### config.mk
export PLATFORM = sky130hd
export DESIGN_NAME = sad_search_ctrl
export DESIGN_NICKNAME = d
export VERILOG_FILES = /design/src/rtl/sad_search_ctrl.sv
export SDC_FILE = /design/constraint.sdc
export NUM_CORES = 1
export LEC_CHECK = 0
export ABC_CLOCK_PERIOD_IN_PS = 7000
export CAP_MARGIN = 20
export CORE_ASPECT_RATIO = 1.75
export CORE_MARGIN = 10
export CORE_UTILIZATION = 25
export DETAILED_ROUTE_END_ITERATION = 10
export GPL_ROUTABILITY_DRIVEN = 0
export GPL_TIMING_DRIVEN = 0
export PLACE_DENSITY = 0.48
export SYNTH_ARGS = -nofsm -noshare
export SYNTH_HDL_FRONTEND = slang
export SYNTH_SLANG_ARGS = --single-unit
### constraint.sdc
create_clock -name clock -period 7 [get_ports clock]
set_clock_uncertainty 0.05 [all_clocks]
set_input_delay 1.4 -clock clock [delete_from_list [all_inputs] [get_ports clock]]
set_output_delay 1.4 -clock clock [all_outputs]
set_load 0.05 [all_outputs]
### src/rtl/sad_search_ctrl.sv
// -----------------------------------------------------------------------------
// sad_search_ctrl
// Sequencer for an exhaustive template-match search. Loads a TPL x TPL template
// into an external PE array, walks every candidate window position in raster
// order, tracks the lowest SAD reported by the array, then sends the winning
// (x, y) over UART and strobes the result.
//
// Ports
//   clock, reset          sole clock (rising edge); asynchronous active-high reset
//   UARTstart             start a search (IDLE only)
//   RAMready              image RAM loaded; begins template load
//   UARTsendComplete      UART finished the current word
//   sad_in / sad_valid    SAD result from the PE array
//   threshold             early-exit limit (used when EARLY_EXIT = 1)
//   PEreset               clears the PE array (first WAIT_RAM cycle)
//   PEload / ROMtoRead    template load strobe and template ROM address
//   PEshift               advance PE window one position
//   PEmatch               request SAD of current window
//   cand_x / cand_y       candidate currently being evaluated
//   UARTsend              00 idle, 01 send x, 10 send y
//   busy                  high in every state except IDLE
//   valid                 one-cycle result strobe
//   x_out, y_out, best_sad  best match found so far / final result
// -----------------------------------------------------------------------------
module sad_search_ctrl #(
   parameter int unsigned IMG_W      = 640,
   parameter int unsigned IMG_H      = 480,
   parameter int unsigned TPL        = 8,
   parameter int unsigned SAD_W      = 16,
   parameter int unsigned X_W        = 10,
   parameter int unsigned Y_W        = 9,
   parameter int unsigned EARLY_EXIT = 0
) (
   input  logic                           clock,
   input  logic                           reset,
   input  logic                           UARTstart,
   input  logic                           RAMready,
   input  logic                           UARTsendComplete,
   input  logic [SAD_W-1:0]               sad_in,
   input  logic                           sad_valid,
   input  logic [SAD_W-1:0]               threshold,
   output logic                           PEreset,
   output logic                           PEload,
   output logic                           PEshift,
   output logic                           PEmatch,
   output logic [$clog2(TPL*TPL)-1:0]     ROMtoRead,
   output logic [X_W-1:0]                 cand_x,
   output logic [Y_W-1:0]                 cand_y,
   output logic [1:0]                     UARTsend,
   output logic                           busy,
   output logic                           valid,
   output logic [X_W-1:0]                 x_out,
   output logic [Y_W-1:0]                 y_out,
   output logic [SAD_W-1:0]               best_sad
);

   localparam int unsigned ROM_AW = $clog2(TPL*TPL);

   localparam logic [X_W-1:0]    LAST_X   = X_W'(IMG_W - TPL);
   localparam logic [Y_W-1:0]    LAST_Y   = Y_W'(IMG_H - TPL);
   localparam logic [ROM_AW-1:0] LAST_ROM = ROM_AW'(TPL*TPL - 1);

   localparam logic [1:0] UART_IDLE = 2'b00;
   localparam logic [1:0] UART_X    = 2'b01;
   localparam logic [1:0] UART_Y    = 2'b10;

   typedef enum logic [2:0] {
      StIdle,
      StWaitRam,
      StLoadTpl,
      StScanReq,
      StScanWait,
      StSendX,
      StSendY,
      StDone
   } state_e;

   state_e              r_state;
   logic                r_pe_reset;
   logic                r_pe_load;
   logic                r_pe_shift;
   logic                r_pe_match;
   logic [ROM_AW-1:0]   r_rom_addr;
   logic [X_W-1:0]      r_cand_x;
   logic [Y_W-1:0]      r_cand_y;
   logic [1:0]          r_uart_send;
   logic                r_busy;
   logic                r_valid;
   logic [X_W-1:0]      r_x_out;
   logic [Y_W-1:0]      r_y_out;
   logic [SAD_W-1:0]    r_best_sad;

   logic w_better;
   logic w_last;
   logic w_exit;

   // Strict less-than: on a tie the earlier (first-found) position is kept.
   assign w_better = (sad_in < r_best_sad);
   assign w_last   = (r_cand_x == LAST_X) && (r_cand_y == LAST_Y);
   assign w_exit   = (EARLY_EXIT != 0) && (sad_in <= threshold);

   always_ff @(posedge clock or posedge reset) begin
      if (reset) begin
         r_state     <= StIdle;
         r_pe_reset  <= 1'b0;
         r_pe_load   <= 1'b0;
         r_pe_shift  <= 1'b0;
         r_pe_match  <= 1'b0;
         r_rom_addr  <= '0;
         r_cand_x    <= '0;
         r_cand_y    <= '0;
         r_uart_send <= UART_IDLE;
         r_busy      <= 1'b0;
         r_valid     <= 1'b0;
         r_x_out     <= '0;
         r_y_out     <= '0;
         r_best_sad  <= '1;
      end else begin
         // Single-cycle strobes default low; states raise them on entry.
         r_pe_reset <= 1'b0;
         r_pe_shift <= 1'b0;
         r_pe_match <= 1'b0;
         r_valid    <= 1'b0;

         case (r_state)
            StIdle: begin
               if (UARTstart) begin
                  r_state    <= StWaitRam;
                  r_busy     <= 1'b1;
                  r_pe_reset <= 1'b1;
                  r_best_sad <= '1;
                  r_cand_x   <= '0;
                  r_cand_y   <= '0;
                  r_x_out    <= '0;
                  r_y_out    <= '0;
                  r_rom_addr <= '0;
               end
            end

            StWaitRam: begin
               if (RAMready) begin
                  r_state    <= StLoadTpl;
                  r_rom_addr <= '0;
                  r_pe_load  <= 1'b1;
               end
            end

            StLoadTpl: begin
               if (r_rom_addr == LAST_ROM) begin
                  r_state    <= StScanReq;
                  r_pe_load  <= 1'b0;
                  r_pe_match <= 1'b1;
               end else begin
                  r_rom_addr <= r_rom_addr + ROM_AW'(1);
               end
            end

            StScanReq: begin
               r_state <= StScanWait;
            end

            StScanWait: begin
               if (sad_valid) begin
                  if (w_better) begin
                     r_best_sad <= sad_in;
                     r_x_out    <= r_cand_x;
                     r_y_out    <= r_cand_y;
                  end
                  if (w_last || w_exit) begin
                     r_state     <= StSendX;
                     r_uart_send <= UART_X;
                  end else begin
                     // Raster advance; PEshift and the next PEmatch share the
                     // first SCAN_REQ cycle of the new candidate.
                     if (r_cand_x == LAST_X) begin
                        r_cand_x <= '0;
                        r_cand_y <= r_cand_y + Y_W'(1);
                     end else begin
                        r_cand_x <= r_cand_x + X_W'(1);
                     end
                     r_pe_shift <= 1'b1;
                     r_pe_match <= 1'b1;
                     r_state    <= StScanReq;
                  end
               end
            end

            StSendX: begin
               if (UARTsendComplete) begin
                  r_state     <= StSendY;
                  r_uart_send <= UART_Y;
               end
            end

            StSendY: begin
               if (UARTsendComplete) begin
                  r_state     <= StDone;
                  r_uart_send <= UART_IDLE;
                  r_valid     <= 1'b1;
               end
            end

            StDone: begin
               r_state <= StIdle;
               r_busy  <= 1'b0;
            end

            default: begin
               r_state <= StIdle;
               r_busy  <= 1'b0;
            end
         endcase
      end
   end

   assign PEreset   = r_pe_reset;
   assign PEload    = r_pe_load;
   assign PEshift   = r_pe_shift;
   assign PEmatch   = r_pe_match;
   assign ROMtoRead = r_rom_addr;
   assign cand_x    = r_cand_x;
   assign cand_y    = r_cand_y;
   assign UARTsend  = r_uart_send;
   assign busy      = r_busy;
   assign valid     = r_valid;
   assign x_out     = r_x_out;
   assign y_out     = r_y_out;
   assign best_sad  = r_best_sad;

endmodule

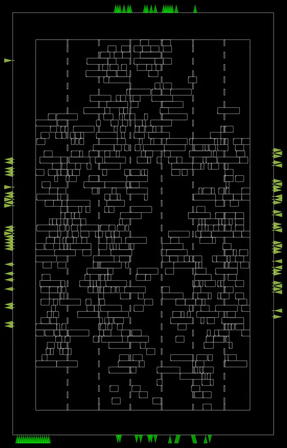
*Cell placement, run 1*
# fillers: 1574
n_taps: 186

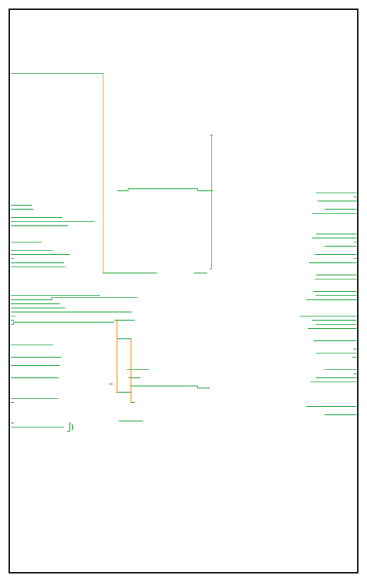
*Metal layers overlaid, run 1*
Only two layers are drawn.
green -> met3  # wire length 931 um
orange -> met4  # wire length 155 um

==> GITHUB_STEP_SUMMARY, run 1 <==
### Yosys + OpenROAD results

| Metric | Value |
|---|---|
| Drt drc | 0 |
| # clock sinks | 71 |
| Worst-Skew Late Latency | approximately 0.34 ns |
| Cell type with the largest total area | dfrtp_1 |
| Worst EP required | 7.16 ns |
| Floorplan core area | roughly 0.015 sq mm |
| Final cell count without fillers | 680 |
| FF-to-FF Start | best_sad[1] |
| WL/cell | approximately 17 um |
| Critical Path Sink Type | flop |
| Dominant flop cell | dfrtp_1 |
| Clock-cell share | 0.05545 |
| Worst R2R End | x_out[9] |
| Non-Clock Buffer Area Fraction | 0.1856 |
| Hpwl dp | 8960 um |
| Seq share, synth | 0.4566 |
| Critical path origin | sad_in[1] |
| Number of non-clock buffers in the layout | 104 |
| CP Cell Sequence | clkdlybuf4s50_1, ha_1, a2111oi_0, o41ai_2, a211oi_4, buf_6, mux2_1 |
| Diodes inserted | 0 |
| Yosys top cell by instances | dfrtp_1 |
| Clk root buf | clkbuf_16 |
| Family with the most delay on the worst path | AND-OR/OR-AND gates |
| Logic share of the area | 0.3543 |
| Met2 Use GR | 0.1989 |
| Main power group | combinational logic |
| Initial antenna violation count | 0 |
| Number of global-route vias before repair | 3385 |
| Busiest grt layer | met2 |
| CTS tree | yes |
| Met3 WL | 931 um |
| CP max FO | 10 |
| Net Switching | 704.4 uW |
| Syn Nets | 445 |
| Worst setup SP type | input port |
| Sequential cell area share | 0.3332 |
| Pint | 1.027 mW |
| Hold Crit Class | flop to flop |
| Dpl cells | 664 |
| Grt met1 use | 0.1156 |
| First-pass GRT wire length | 18730 um |
| CP arrival | between 3 and 4 ns |
| IO Port Bufs | 89 |
| Sw frac | 0.4068 |
| Slowest CP cell | a2111oi_0 |
| Via count | approximately 3200 |
| Comb group | 716 uW |
| Maxcap violations | 0 |
| Flops | 71 |
| TritonRoute pass-1 iters | 4 |
| Actual slew at the worst max-slew pin | 0.8131 ns |
| Area growth syn-to-layout | 37.04% |
| OpenROAD warning count | 44 |
| Largest net degree at the start of global routing | about 47 |
| Reg2reg setup slack | 4.17 ns |
| P_leak | approximately 2.5 nW |
| Status | finished, final reports clean |
| Yosys simple share | 0.1866 |
| Final Cell Area | around 0.0054 sq mm |
| Post-synthesis chip area from yosys | 0.003935 sq mm |
| Flip-flop count of the largest register after layout | 16 |
| Placed cell areas | 0.005094 sq mm |
| Mapped Avg Cell Area | around 10 sq um |
| Seq pwr | 552 uW |
| Total CTS buffers | 9 |
| I/O pin count | 106 |
| CLK BUF | 9 |
| Mapped cell area | 0.003935 sq mm |
| Die height | 186.0 um |
| CP Depth | 7 |
| Critical Path Max Stage Delay | around 0.57 ns |
| Comb power frac | 0.413 |
| Setup CP Type | input port to flop |
| Synth mux share | 0.1046 |
| Synth Instances | 387 |
| Final Hold Viols | 0 |
| Top logic cell by instance count in the layout | clkdlybuf4s50_1 |
| Logic area | 0.001911 sq mm |
| Clock Power | 464 uW |
| Number of enable flip-flop cells | 0 |
| Final setup violation count | 0 |
| Chip area | 0.02136 sq mm |
| Worst R2R Path Depth | 7 |
| Cell variety after synth | 54 |
| DR iter-0 viols | 114 |
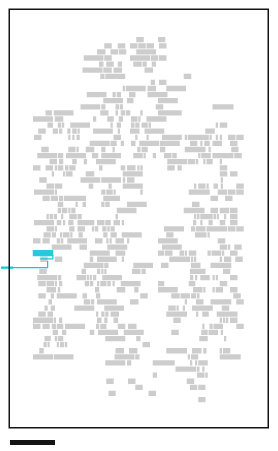
*I/O nets highlighted, run 1*
Scale bar: 20 um.
cyan -> `PEmatch`  # bits 1, direction output, end cells 1, buffers 1, wire 26.4 um

==> inputs of run 2 (changes only) <==
--- a/config.mk
+++ b/config.mk
@@ -5,7 +5,7 @@
 export SDC_FILE = /design/constraint.sdc
 export NUM_CORES = 1
 export LEC_CHECK = 0
-export ABC_CLOCK_PERIOD_IN_PS = 7000
+export ABC_CLOCK_PERIOD_IN_PS = 3500
 export CAP_MARGIN = 20
 export CORE_ASPECT_RATIO = 1.75
 export CORE_MARGIN = 10
==> constraint.sdc (replaced) <==
create_clock -name clock -period 3.5 [get_ports clock]
set_clock_uncertainty 0.05 [all_clocks]
set_input_delay 0.7 -clock clock [delete_from_list [all_inputs] [get_ports clock]]
set_output_delay 0.7 -clock clock [all_outputs]
set_load 0.05 [all_outputs]
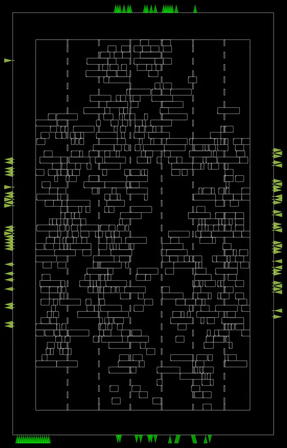
*Cell placement, run 2*
sequential cell area share: 0.3332
Core Util, Final: 0.3504

==> run 2 against run 1 <==
Against the previous run: sequential power rose by 99%; clock-buffer cell count did not move; register-to-register slack got worse by 3.5 ns; via count did not move; first-iteration DRC count did not move; sequential cell count did not move; synthesized cell count did not move; power rose by 100%; critical endpoint unchanged; combinational power rose by 100%; global-route usage did not move; sequential share of layout area did not move; core utilization did not move.
==> GITHUB_STEP_SUMMARY, run 2 <==
### Yosys + OpenROAD results

| Metric | Value |
|---|---|
| Drt drc | 0 |
| Mapped Avg Cell Area | 10.17 sq um |
| Critical path origin | sad_in[1] |
| Via count | roughly 3200 |
| CTS tree | yes |
| # fillers | ~1600 |
| Status | finished, final reports clean |
| Maxcap violations | 0 |
| Sw frac | 0.4068 |
| Final cell count without fillers | 680 |
| Worst R2R End | x_out[9] |
| Critical Path Max Stage Delay | about 0.57 ns |
| Final Hold Viols | 0 |
| Comb power frac | 0.413 |
| Worst R2R Path Depth | 7 |
| OpenROAD warning count | 44 |
| Initial antenna violation count | 0 |
| Seq share, synth | 0.4566 |
| Die height | 186.0 um |
| Synth mux share | 0.1046 |
| Total CTS buffers | 9 |
| Dpl cells | between 600 and 700 |
| Logic share of the area | 0.3543 |
| Actual slew at the worst max-slew pin | 0.8131 ns |
| Clock-cell share | 0.05545 |
| Setup CP Type | input port to flop |
| Flip-flop count of the largest register after layout | 16 |
| Slowest CP cell | a2111oi_0 |
| Reg2reg setup slack | 0.67 ns |
| Logic area | 0.001911 sq mm |
| FF-to-FF Start | best_sad[1] |
| Worst setup SP type | input port |
| TritonRoute pass-1 iters | 4 |
| Hold Crit Class | flop to flop |
| Net Switching | 1.409 mW |
| DR iter-0 viols | 114 |
| CP max FO | 10 |
Power and IR drop assume default switching activity.
